Fig. 1: run 1, met1 routing
Supply wires on this layer in gray.
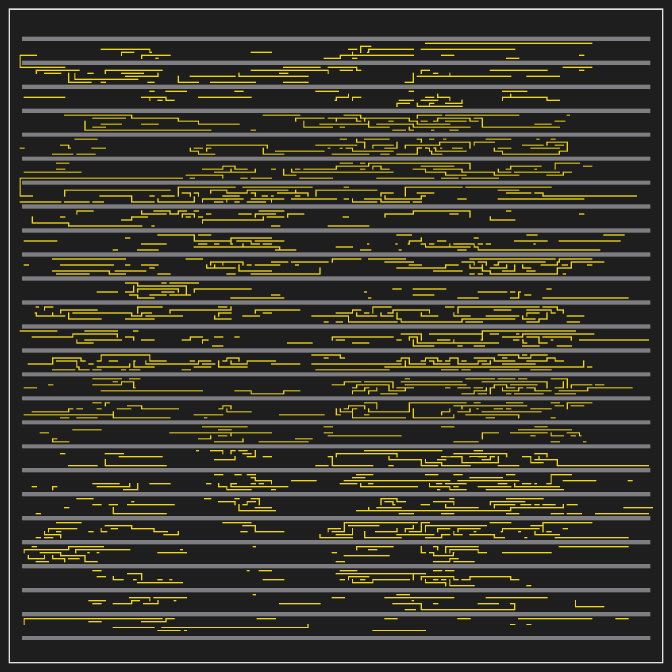
Fig. 2: run 1, track usage over the die
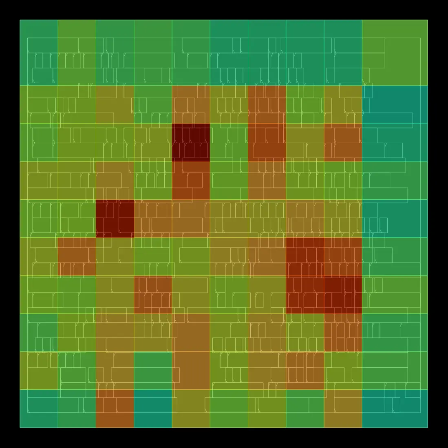
Fig. 3: run 1, cell area per tile
7 x 7 tiles, from white (low) to dark blue (high), 0 to 100% covered.
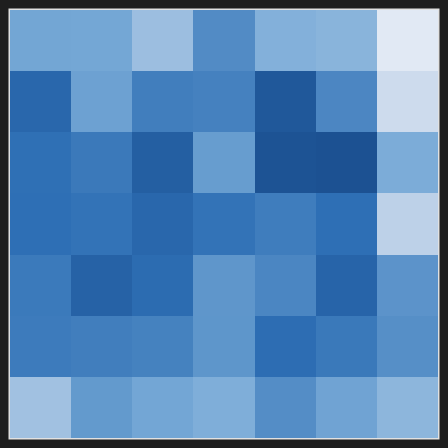
## src/rtl/semiauto_nav_q.sv

```systemverilog
// ---- semiauto_nav_q : semi-auto navigation controller with a command queue -- rev 1.0 ----
`default_nettype none

module semiauto_nav_q #(
  parameter int                DET_W       = 4,
  parameter logic [DET_W-1:0]  CROSS_MASK  = 4'b0111,
  parameter logic [DET_W-1:0]  CROSS_INV   = 4'b0110,
  parameter int                DEB_CYC     = 4,
  parameter int                TICK_DIV    = 2_000_000,
  parameter int                TURN_TICKS  = 100,
  parameter int                UTURN_TICKS = 200,
  parameter int                COOL_TICKS  = 50,
  parameter int                CMD_DEPTH   = 4
) (
  input  logic                       sys_clk,
  input  logic                       rst,
  input  logic                       enable,
  input  logic [DET_W-1:0]           detector,
  input  logic                       cmd_valid,
  input  logic [1:0]                 cmd,
  output logic                       cmd_ready,
  input  logic                       flush,
  output logic [1:0]                 state,
  output logic [3:0]                 moving_state,
  output logic                       crossroad,
  output logic [$clog2(CMD_DEPTH):0] cmd_count
);

  localparam int PW   = (TICK_DIV > 1) ? $clog2(TICK_DIV) : 1;
  localparam int MAXT = (UTURN_TICKS > TURN_TICKS)
                        ? ((UTURN_TICKS > COOL_TICKS) ? UTURN_TICKS : COOL_TICKS)
                        : ((TURN_TICKS > COOL_TICKS) ? TURN_TICKS : COOL_TICKS);
  localparam int CW   = $clog2(MAXT + 1);
  localparam int DW   = $clog2(DEB_CYC + 1);
  localparam int AW   = $clog2(CMD_DEPTH);
  localparam int QW   = AW + 1;

  localparam logic [3:0] MV_STOP  = 4'b0000;
  localparam logic [3:0] MV_FWD   = 4'b0001;
  localparam logic [3:0] MV_LEFT  = 4'b0100;
  localparam logic [3:0] MV_RIGHT = 4'b1000;

  typedef enum logic [1:0] {
    ST_FWD  = 2'b00,
    ST_WAIT = 2'b01,
    ST_TURN = 2'b10,
    ST_COOL = 2'b11
  } state_t;

  // Prescaler
  logic [PW-1:0] pre_q;
  logic          tick;

  assign tick = (pre_q == PW'(TICK_DIV - 1));

  always_ff @(posedge sys_clk or negedge rst) begin
    if (!rst) pre_q <= '0;
    else      pre_q <= tick ? '0 : pre_q + 1'b1;
  end

  // Crossroad debounce: deb_q counts consecutive raw-high edges, saturating at DEB_CYC
  logic          raw;
  logic [DW-1:0] deb_q, deb_d;
  logic          cross_q, cross_d;

  assign raw = |((detector ^ CROSS_INV) & CROSS_MASK);

  always_comb begin
    deb_d = '0;
    if (raw) deb_d = (deb_q == DW'(DEB_CYC)) ? deb_q : deb_q + 1'b1;
    cross_d = raw && (deb_d == DW'(DEB_CYC));
  end

  always_ff @(posedge sys_clk or negedge rst) begin
    if (!rst) begin
      deb_q   <= '0;
      cross_q <= 1'b0;
    end else begin
      deb_q   <= deb_d;
      cross_q <= cross_d;
    end
  end

  // Command FIFO; ready only reflects the count, so a push offered while full is dropped
  logic [1:0]    mem_q [CMD_DEPTH];
  logic [AW-1:0] wr_q, rd_q;
  logic [QW-1:0] fcnt_q, fcnt_d;
  logic          ready_q;
  logic          push, pop;
  logic [1:0]    head;

  assign push = cmd_valid & ready_q & ~flush;
  assign head = mem_q[rd_q];

  always_comb begin
    fcnt_d = fcnt_q;
    if (flush) fcnt_d = '0;
    else if (push && !pop) fcnt_d = fcnt_q + 1'b1;
    else if (pop && !push) fcnt_d = fcnt_q - 1'b1;
  end

  always_ff @(posedge sys_clk or negedge rst) begin
    if (!rst) begin
      wr_q    <= '0;
      rd_q    <= '0;
      fcnt_q  <= '0;
      ready_q <= 1'b1;
    end else begin
      fcnt_q  <= fcnt_d;
      ready_q <= (fcnt_d != QW'(CMD_DEPTH));
      if (flush) begin
        wr_q <= '0;
        rd_q <= '0;
      end else begin
        if (push) wr_q <= wr_q + 1'b1;
        if (pop)  rd_q <= rd_q + 1'b1;
      end
    end
  end

  always_ff @(posedge sys_clk) begin
    if (push) mem_q[wr_q] <= cmd;
  end

  // Navigation FSM
  state_t        state_q, state_d;
  logic [3:0]    mov_q, mov_d;
  logic [CW-1:0] ph_q, ph_d;
  logic          uturn_q, uturn_d;
  logic [CW-1:0] turn_last, cool_last;

  assign turn_last = uturn_q ? CW'(UTURN_TICKS - 1) : CW'(TURN_TICKS - 1);
  assign cool_last = CW'(COOL_TICKS - 1);

  always_comb begin
    state_d = state_q;
    mov_d   = mov_q;
    uturn_d = uturn_q;
    pop     = 1'b0;
    if (!enable) begin
      state_d = ST_WAIT;
      mov_d   = MV_STOP;
      uturn_d = 1'b0;
    end else begin
      unique case (state_q)
        ST_FWD: begin
          mov_d = MV_FWD;
          if (cross_q) begin
            state_d = ST_WAIT;
            mov_d   = MV_STOP;
          end
        end
        ST_WAIT: begin
          mov_d = MV_STOP;
          if ((fcnt_q != '0) && !flush) begin
            pop = 1'b1;
            unique case (head)
              2'b00: begin state_d = ST_COOL; mov_d = MV_FWD;   uturn_d = 1'b0; end
              2'b01: begin state_d = ST_TURN; mov_d = MV_LEFT;  uturn_d = 1'b0; end
              2'b10: begin state_d = ST_TURN; mov_d = MV_RIGHT; uturn_d = 1'b0; end
              2'b11: begin state_d = ST_TURN; mov_d = MV_RIGHT; uturn_d = 1'b1; end
            endcase
          end
        end
        ST_TURN: begin
          if (tick && (ph_q == turn_last)) begin
            state_d = ST_COOL;
            mov_d   = MV_FWD;
            uturn_d = 1'b0;
          end
        end
        ST_COOL: begin
          mov_d = MV_FWD;
          if (tick && (ph_q == cool_last)) state_d = ST_FWD;
        end
      endcase
    end

    ph_d = ph_q;
    if (!enable || (state_d != state_q)) ph_d = '0;
    else if (tick)                        ph_d = ph_q + 1'b1;
  end

  always_ff @(posedge sys_clk or negedge rst) begin
    if (!rst) begin
      state_q <= ST_WAIT;
      mov_q   <= MV_STOP;
      ph_q    <= '0;
      uturn_q <= 1'b0;
    end else begin
      state_q <= state_d;
      mov_q   <= mov_d;
      ph_q    <= ph_d;
      uturn_q <= uturn_d;
    end
  end

  assign state        = state_q;
  assign moving_state = mov_q;
  assign crossroad    = cross_q;
  assign cmd_count    = fcnt_q;
  assign cmd_ready    = ready_q;

endmodule

`default_nettype wire

```

## config.mk

```make
export PLATFORM = sky130hd
export DESIGN_NAME = semiauto_nav_q
export DESIGN_NICKNAME = d
export VERILOG_FILES = /design/src/rtl/semiauto_nav_q.sv
export SDC_FILE = /design/constraint.sdc
export NUM_CORES = 1
export LEC_CHECK = 0
export ABC_AREA = 1
export CORE_UTILIZATION = 59
export CTS_CLUSTER_DIAMETER = 120
export DETAILED_ROUTE_END_ITERATION = 8
export GPL_TIMING_DRIVEN = 0
export PLACE_DENSITY = 0.78
export SYNTH_ARGS = -nofsm -noshare
export SYNTH_HDL_FRONTEND = slang
export SYNTH_SLANG_ARGS = --single-unit
```

## constraint.sdc

```tcl
create_clock -name sys_clk -period 2.1 [get_ports sys_clk]
set_input_delay 0.21 -clock sys_clk [delete_from_list [all_inputs] [get_ports sys_clk]]
set_output_delay 0.21 -clock sys_clk [all_outputs]
set_load 0.1 [all_outputs]
```

==> impl_metrics.json, run 1 <==
{
  "power_clock_uw": 606,
  "insertion_delay_ps": 320,
  "top_register": "pre_q",
  "clock_sinks": 55,
  "pwr-share-seq_pct": 46.1,
  "nFillCells": 405,
  "hold_viol_final": 0,
  "powerDensity_nw_per_um2": 790.1,
  "antenna_found_initial": 0,
  "largest_cell_class": "registers",
  "dr.pass1.iters": 4,
  "place_inst": 476,
  "sh_seq_area_pct": 41.09,
  "synthDistinctLibCells": 31,
  "slew_headroom_pct": 33.22,
  "die_h_um": 73.99,
  "stdcell_count": 485,
  "drt-met1-wl_mm": 2.585,
  "layout_top_cells": "nand2_1, inv_1, nor2_1",
  "layout_top_cell": "nand2_1",
  "internal_power_uw": 1655,
  "postSynthCellCount": 389,
  "yosys_cells": 389,
  "cp_num_cells": 1,
  "die_w_um": 73.99,
  "viasPerCell": 5.078,
  "setup_slack_ps": 48.60,
  "design_area_um2": 3468,
  "finalPower_uw": 2740,
  "seq_cells": 55,
  "synth.area.top_cells": "dfrtp_1, nand2_1, inv_1",
  "synth.area.mux_share_pct": 0,
  "path_buffers": 1,
  "top_area_cell": "dfrtp_1",
  "synth-async-reset-ratio_pct": 85.45,
  "clock.fmax_mhz": 487.5,
  "top_regs": "pre_q x21, mem_q x8, ph_q x8",
  "yosys_warnings": 0,
  "dr_wl_met2_mm": 2.757,
  "status": "complete, no violations",
  "placed_area_um2": 3361,
  "cap_violations": 0,
  "largest_register_ffs": 21,
  "synthAdderAreaFrac_pct": 4.910,
  "clock_path_buffers": 2,
  "power.group.top": "registers",
  "timing.reg2reg.setup_slack_ps": 220,
  "crit_required_ps": 1890,
  "worst-setup-path-type": "reg2out",
  "cp-endpoint": "moving_state[3]",
  "yosys.area_share.simple_pct": 30.28,
  "ff_type": "dfrtp_1",
  "overflow": 0,
  "edf_count": 8,
  "nClkBuffers": 5,
  "tns_ps": 0,
  "compound_area_share_pct": 4.092,
  "nets": 440,
  "wl_met3_um": 204,
  "first_global_vias": 2326,
  "reg2reg_from": "cmd_count[0]",
  "io_buffers": 19,
  "comb_cells": 257,
  "rr_endpoint": "cmd_ready"
}
Notes on Fig. 1 above:
- share of all routed wire: 46%
- main direction: horizontal
- longest straight run: 22.5 um
Via Count: 2,463
WL final: 5.637 mm
met1 usage: 28.47%

Notes on Fig. 2 above:
met2 GRT Util: 39.29%
routed length per instance: 11.62 um
gr busiest metal: met2
GRT met3 Usage: 5.149%

Notes on Fig. 3 above:
- emptiest ninth of the die: top right
- fullest tile: 87%
- mean over tiles: 62%
- tiles over 75% full: 20%
core area: 4848 um2
Starting Density: 63.07%
fin util: 71.54%

Fig. 4: run 1, wires at chosen ports, followed through buffers
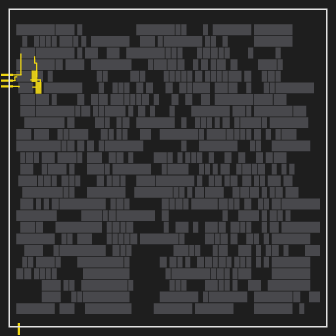

==> run 1 -> run 2 <==
--- a/config.mk
+++ b/config.mk
@@ -6,11 +6,11 @@
 export NUM_CORES = 1
 export LEC_CHECK = 0
 export ABC_AREA = 1
-export CORE_UTILIZATION = 59
+export CORE_UTILIZATION = 53
 export CTS_CLUSTER_DIAMETER = 120
 export DETAILED_ROUTE_END_ITERATION = 8
 export GPL_TIMING_DRIVEN = 0
-export PLACE_DENSITY = 0.78
+export PLACE_DENSITY = 0.74
 export SYNTH_ARGS = -nofsm -noshare
 export SYNTH_HDL_FRONTEND = slang
 export SYNTH_SLANG_ARGS = --single-unit
==> constraint.sdc (replaced) <==
create_clock -name sys_clk -period 1.7 [get_ports sys_clk]
set_input_delay 0.17 -clock sys_clk [delete_from_list [all_inputs] [get_ports sys_clk]]
set_output_delay 0.17 -clock sys_clk [all_outputs]
set_load 0.1 [all_outputs]
Fig. 5: run 2, wires at chosen ports, followed through buffers
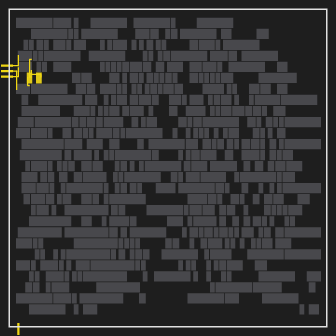
- yellow: detector (direction input; end cells 2; buffers 3; wire 25.6 um)
io pins: 22
I/O Buffers: 19

==> impl_metrics.json, run 2 <==
{
  "status": "finished with violations",
  "violations": "negative setup slack",
  "hold_viol_final": 0,
  "postCtsHoldBufs": 1,
  "start_kind": "flop",
  "top_cell_area_share_pct": 36.82,
  "rsz0062_at_grt": "yes",
  "internal_power_uw": 2162,
  "setup_slack_ps": -16.51,
  "clock_area_share_pct": 2.060,
  "power_leakage_uw": 0.001797,
  "cts_made_buffers": 5,
  "largest_cell_class": "multi-input combinational cells",
  "reg2reg_from": "pre_q[0]",
  "pg_seq_uw": 1580,
  "dp_slack_ps": -249.1,
  "r2r_cells": 9,
  "worst-setup-path-type": "reg2reg",
  "cap_violations": 0,
  "ys_ff": 55,
  "wirelength_mm": 6.477,
  "die_h_um": 77.96,
  "path_cells": "ha_4, nand3_4, nor2_4, nand3_2, nor2_4, inv_2, nor3_4, o21ai_1, a21oi_1",
  "syn_avg_cell_area_um2": 7.861,
  "cts_root_buffer": "clkbuf_8",
  "warnings": 36,
  "seq_cells": 55,
  "clock_skew_ps": 7.790,
  "tap_cells": 72,
  "nClkBuffers": 6,
  "synthAdderAreaFrac_pct": 4.910,
  "inv_count": 76,
  "worstPathMaxFanout": 4,
  "compound_area_share_pct": 4.092,
  "rr_endpoint": "pre_q[20]",
  "synth.area.mux_share_pct": 0,
  "gp_congestion": 0.8262,
  "crit_required_ps": 1930,
  "clock_path_buffers": 2,
  "first_global_vias": 2462,
  "ys_seq_share_pct": 46.40,
  "drt-met1-wl_mm": 2.762,
  "viasPerCell": 5.090,
  "core_um2": 5540,
  "layout_top_cell": "nand2_1",
  "power_clock_uw": 683,
  "nets": 463,
  "drc_errors": 0,
  "place_inst": 481,
  "period_used_pct": 101.0,
  "final_antenna_net_count": 0,
  "fp_util_pct": 55.19,
  "sh_seq_area_pct": 37.08,
  "largest_register_ffs": 21,
  "placed_area_um2": 3422,
  "synthDistinctLibCells": 31,
  "buffer_area_share_pct": 9.945,
  "ff_type": "dfrtp_1",
  "stdcell_count": 513,
  "cpLargestDelayFamily": "simple AND/OR/NAND/NOR gates",
  "p_sw_uw": 1397,
  "fp_nets": 412,
  "setup_viol": 2,
  "tns_ps": -31.47,
  "busiest_layer": "met2",
  "htreeDepth": 2,
  "crit_top_cell": "nor2_4",
  "ys_top_logic_family": "simple AND/OR/NAND/NOR gates",
  "swShare_pct": 39.25,
  "die-area_um2": 6078,
  "path_clk_slew_ps": 100,
  "nFillCells": 442,
  "arrival_ps": 1950,
  "clkPwrFrac_pct": 19.2,
  "crit_start": "pre_q[0]",
  "edf_count": 8,
  "antenna_found_initial": 0,
  "cp_num_cells": 9,
  "slowest_delay_ps": 430,
  "tightest_slew_ps": 945.5,
  "path_buffers": 1,
  "combPwrFrac_pct": 36.3,
  "ys_sh_xor_pct": 4.583,
  "sh_comb_area_pct": 40.94,
  "wl_met3_um": 228,
  "cts_resized": 44,
  "finalPower_uw": 3559,
  "n_antenna_cell": 0,
  "cp-endpoint": "pre_q[20]",
  "postSynthCellCount": 389,
  "powerDensity_nw_per_um2": 915.6,
  "slowest_stage": "dfrtp_1",
  "grt_pass1_wl_mm": 10.29,
  "area_growth_pct": 27.13,
  "dr.pass1.iters": 4,
  "syn_area_um2": 3058,
  "core.rowCount": 27,
  "drive_above_1_share_pct": 26.76,
  "num-nonclk-buffers": 45,
  "comb_cells": 257,
  "dr_wl_met2_mm": 3.370,
  "timing.hold.ws_ps": 345.3,
  "top_area_cell": "dfrtp_1",
  "insertion_delay_ps": 300,
  "hold_path_class": "in2async",
  "synth-async-reset-ratio_pct": 85.45,
  "design_area_um2": 3887,
  "power.group.top": "registers",
  "yosys_cells": 389,
  "layout_top_cells": "nand2_1, inv_1, dfrtp_1",
  "yosys_warnings": 0,
  "drv_slew": 0,
  "synth.area.top_cells": "dfrtp_1, nand2_1, inv_1",
  "die_w_um": 77.96,
  "cp-end-kind": "flop",
  "cts_tree": "yes",
  "comb_area_um2": 1592,
  "seqCellArea_um2": 1441,
  "slew_headroom_pct": 37.21,
  "num_vias": 2611,
  "grt_max_degree": 29,
  "fin_crit_ps": 1717,
  "yosys.area_share.simple_pct": 30.28,
  "post-route-util_pct": 70.17,
  "timing.reg2reg.setup_slack_ps": -20,
  "most_common_cell": "nand2_1",
  "top_cells_by_count": "nand2_1, inv_1, nor2_1, dfrtp_1, nand3_1",
  "highest_layer": "met4",
  "top_register": "pre_q",
  "pwr-share-seq_pct": 44.5,
  "clock_sinks": 55,
  "clock.fmax_mhz": 582.6,
  "top_regs": "pre_q x21, mem_q x8, ph_q x8",
  "overflow": 0,
  "drt_iter0_markers": 89,
  "postCtsSetupBuffers": 3
}
Fig. 6: run 2, track usage over the die
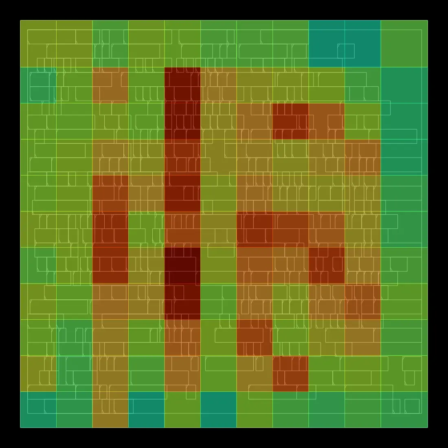
Tot GR Track Use: 21.44%
routed length per instance: 12.63 um
GRT met3 Usage: 4.588%
met2 GRT Util: 38.85%
met1 usage: 25.10%

Fig. 7: run 2, cells colored by class
Scale bar: 20 um. Fill, decap, tap and diode cells in gray.
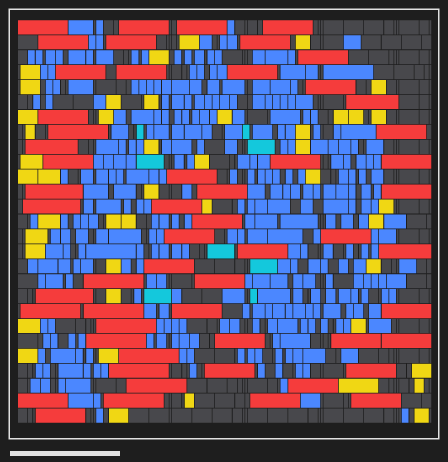

==> run 2 -> run 3 <==
--- a/config.mk
+++ b/config.mk
@@ -6,11 +6,11 @@
 export NUM_CORES = 1
 export LEC_CHECK = 0
 export ABC_AREA = 1
-export CORE_UTILIZATION = 53
+export CORE_UTILIZATION = 63
 export CTS_CLUSTER_DIAMETER = 120
 export DETAILED_ROUTE_END_ITERATION = 8
 export GPL_TIMING_DRIVEN = 0
-export PLACE_DENSITY = 0.74
+export PLACE_DENSITY = 0.83
 export SYNTH_ARGS = -nofsm -noshare
 export SYNTH_HDL_FRONTEND = slang
 export SYNTH_SLANG_ARGS = --single-unit
==> constraint.sdc (replaced) <==
create_clock -name sys_clk -period 2 [get_ports sys_clk]
set_input_delay 0.2 -clock sys_clk [delete_from_list [all_inputs] [get_ports sys_clk]]
set_output_delay 0.2 -clock sys_clk [all_outputs]
set_load 0.1 [all_outputs]
Fig. 8: run 3, cells colored by class
Scale bar: 20 um. Fill, decap, tap and diode cells in gray.
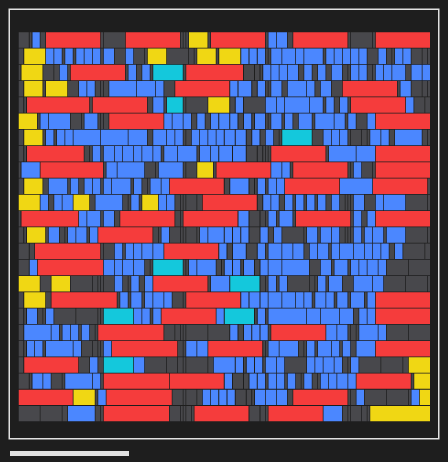
- red: registers (cells 55; share of their area 42%)
- yellow: remaining buffers and delay cells (cells 25; share of their area 7.0%)
- blue: remaining logic cells (cells 333; share of their area 48%)
- cyan: clock drivers and dummy loads (cells 8; share of their area 3.0%)
core area: 4504 um2
finished layout cell area: 3500 um2
flop share of the area: 40.79%

Fig. 9: run 3, wires at chosen ports, followed through buffers
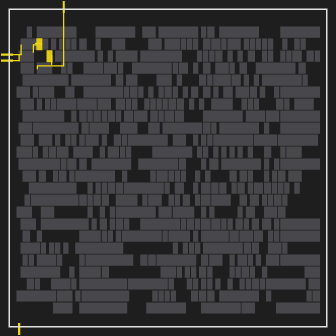
- yellow: detector (direction input; end cells 2; buffers 3; wire 32.6 um)

==> impl_metrics.json, run 3 <==
{
  "top_register": "pre_q",
  "finalPower_uw": 2969,
  "first_global_vias": 2523,
  "postSynthCellCount": 389,
  "syn_area_um2": 3058,
  "cp_num_cells": 1,
  "postCtsSetupBuffers": 0,
  "gp_congestion": 0.8606,
  "most_common_cell": "nand2_1",
  "die_w_um": 71.67,
  "r2r_cells": 11,
  "seqCellArea_um2": 1428,
  "pwr-share-seq_pct": 44.9,
  "hold_viol_final": 0,
  "slowest_stage": "clkdlybuf4s15_1",
  "htreeDepth": 2,
  "dr.pass1.iters": 4,
  "post-route-util_pct": 77.69,
  "pg_seq_uw": 1330,
  "synthAdderAreaFrac_pct": 4.910,
  "core.rowCount": 24,
  "worst-setup-path-type": "reg2out",
  "nets": 443,
  "syn_avg_cell_area_um2": 7.861,
  "yosys_cells": 389,
  "top_area_cell": "dfrtp_1",
  "top_cell_area_share_pct": 36.82,
  "met2_usage_pct": 49.79,
  "edf_count": 8,
  "worstPathMaxFanout": 6,
  "ys_ff": 55,
  "ys_sh_xor_pct": 4.583,
  "hold_path_class": "in2async",
  "ys_seq_share_pct": 46.40,
  "slowest_delay_ps": 840,
  "path_clk_slew_ps": 100,
  "cts_resized": 12,
  "timing.hold.ws_ps": 411.8,
  "synth.area.mux_share_pct": 0,
  "drive_above_1_share_pct": 11.40,
  "crit_start": "state[0]",
  "placed_area_um2": 3344,
  "synth.area.top_cells": "dfrtp_1, nand2_1, inv_1",
  "viasPerCell": 5.389,
  "cp-endpoint": "state[0]",
  "period_used_pct": 97.48,
  "nClkBuffers": 7,
  "powerDensity_nw_per_um2": 848.5,
  "ys_top_logic_family": "simple AND/OR/NAND/NOR gates",
  "reg2reg_from": "cmd_count[0]",
  "clock_path_buffers": 2,
  "status": "complete, no violations",
  "overflow": 0,
  "clock.fmax_mhz": 512.9,
  "drc_errors": 0,
  "internal_power_uw": 1811,
  "compound_area_share_pct": 4.092,
  "rr_endpoint": "cmd_ready",
  "use_met1_pct": 30.86,
  "cpLargestDelayFamily": "buffers and inverters",
  "dp_slack_ps": -68.17,
  "yosys.area_share.simple_pct": 30.28,
  "clock_sinks": 55,
  "setup_slack_ps": 50.45,
  "drv_slew": 0,
  "cap_violations": 0,
  "path_cells": "clkdlybuf4s15_1",
  "power_clock_uw": 679,
  "cts_root_buffer": "clkbuf_8",
  "path_buffers": 1,
  "die-area_um2": 5137,
  "cts_made_buffers": 5,
  "tap_cells": 52,
  "postCtsHoldBufs": 1,
  "power_leakage_uw": 0.001690,
  "comb_cells": 257,
  "busiest_layer": "met2",
  "arrival_ps": 1750,
  "clkPwrFrac_pct": 22.9,
  "seq_cells": 55,
  "gr-usage-met3_pct": 4.219,
  "combPwrFrac_pct": 32.2,
  "ff_type": "dfrtp_1",
  "p_sw_uw": 1158,
  "setup_viol": 0,
  "wirelength_mm": 6.269,
  "highest_layer": "met4",
  "yosys_warnings": 0,
  "grt_max_degree": 26,
  "nFillCells": 334,
  "final_antenna_net_count": 0,
  "start_kind": "flop",
  "crit_required_ps": 1800,
  "layout_top_cell": "nand2_1",
  "tns_ps": 0,
  "timing.reg2reg.setup_slack_ps": 130,
  "cp-end-kind": "primary output",
  "synthDistinctLibCells": 31,
  "comb_area_um2": 1375,
  "drt-met1-wl_mm": 2.707,
  "num_vias": 2549,
  "place_inst": 461,
  "wl_per_cell_um": 13.25,
  "layout_top_cells": "nand2_1, inv_1, nor2_1",
  "clock_skew_ps": 7.758,
  "track_usage_pct": 26.56,
  "power.group.top": "registers",
  "stdcell_count": 473,
  "area_growth_pct": 14.44,
  "warnings": 34,
  "fp_util_pct": 67.89,
  "wl_met3_um": 196,
  "die_h_um": 71.67,
  "n_antenna_cell": 0,
  "sh_comb_area_pct": 39.29,
  "largest_register_ffs": 21,
  "antenna_found_initial": 0,
  "cts_tree": "yes",
  "top_regs": "pre_q x21, mem_q x8, ph_q x8",
  "num-nonclk-buffers": 25,
  "fp_nets": 412,
  "dr_wl_met2_mm": 3.272,
  "tightest_slew_ps": 969.1,
  "clock_area_share_pct": 2.967,
  "swShare_pct": 39.01,
  "io_buffers": 19,
  "slew_headroom_pct": 35.65,
  "top_cells_by_count": "nand2_1, inv_1, nor2_1, dfrtp_1, nand3_1",
  "synth-async-reset-ratio_pct": 85.45,
  "drt_iter0_markers": 172,
  "fin_crit_ps": 1950,
  "largest_cell_class": "registers"
}
No activity file was given, so power comes from the tool's default toggle rates.
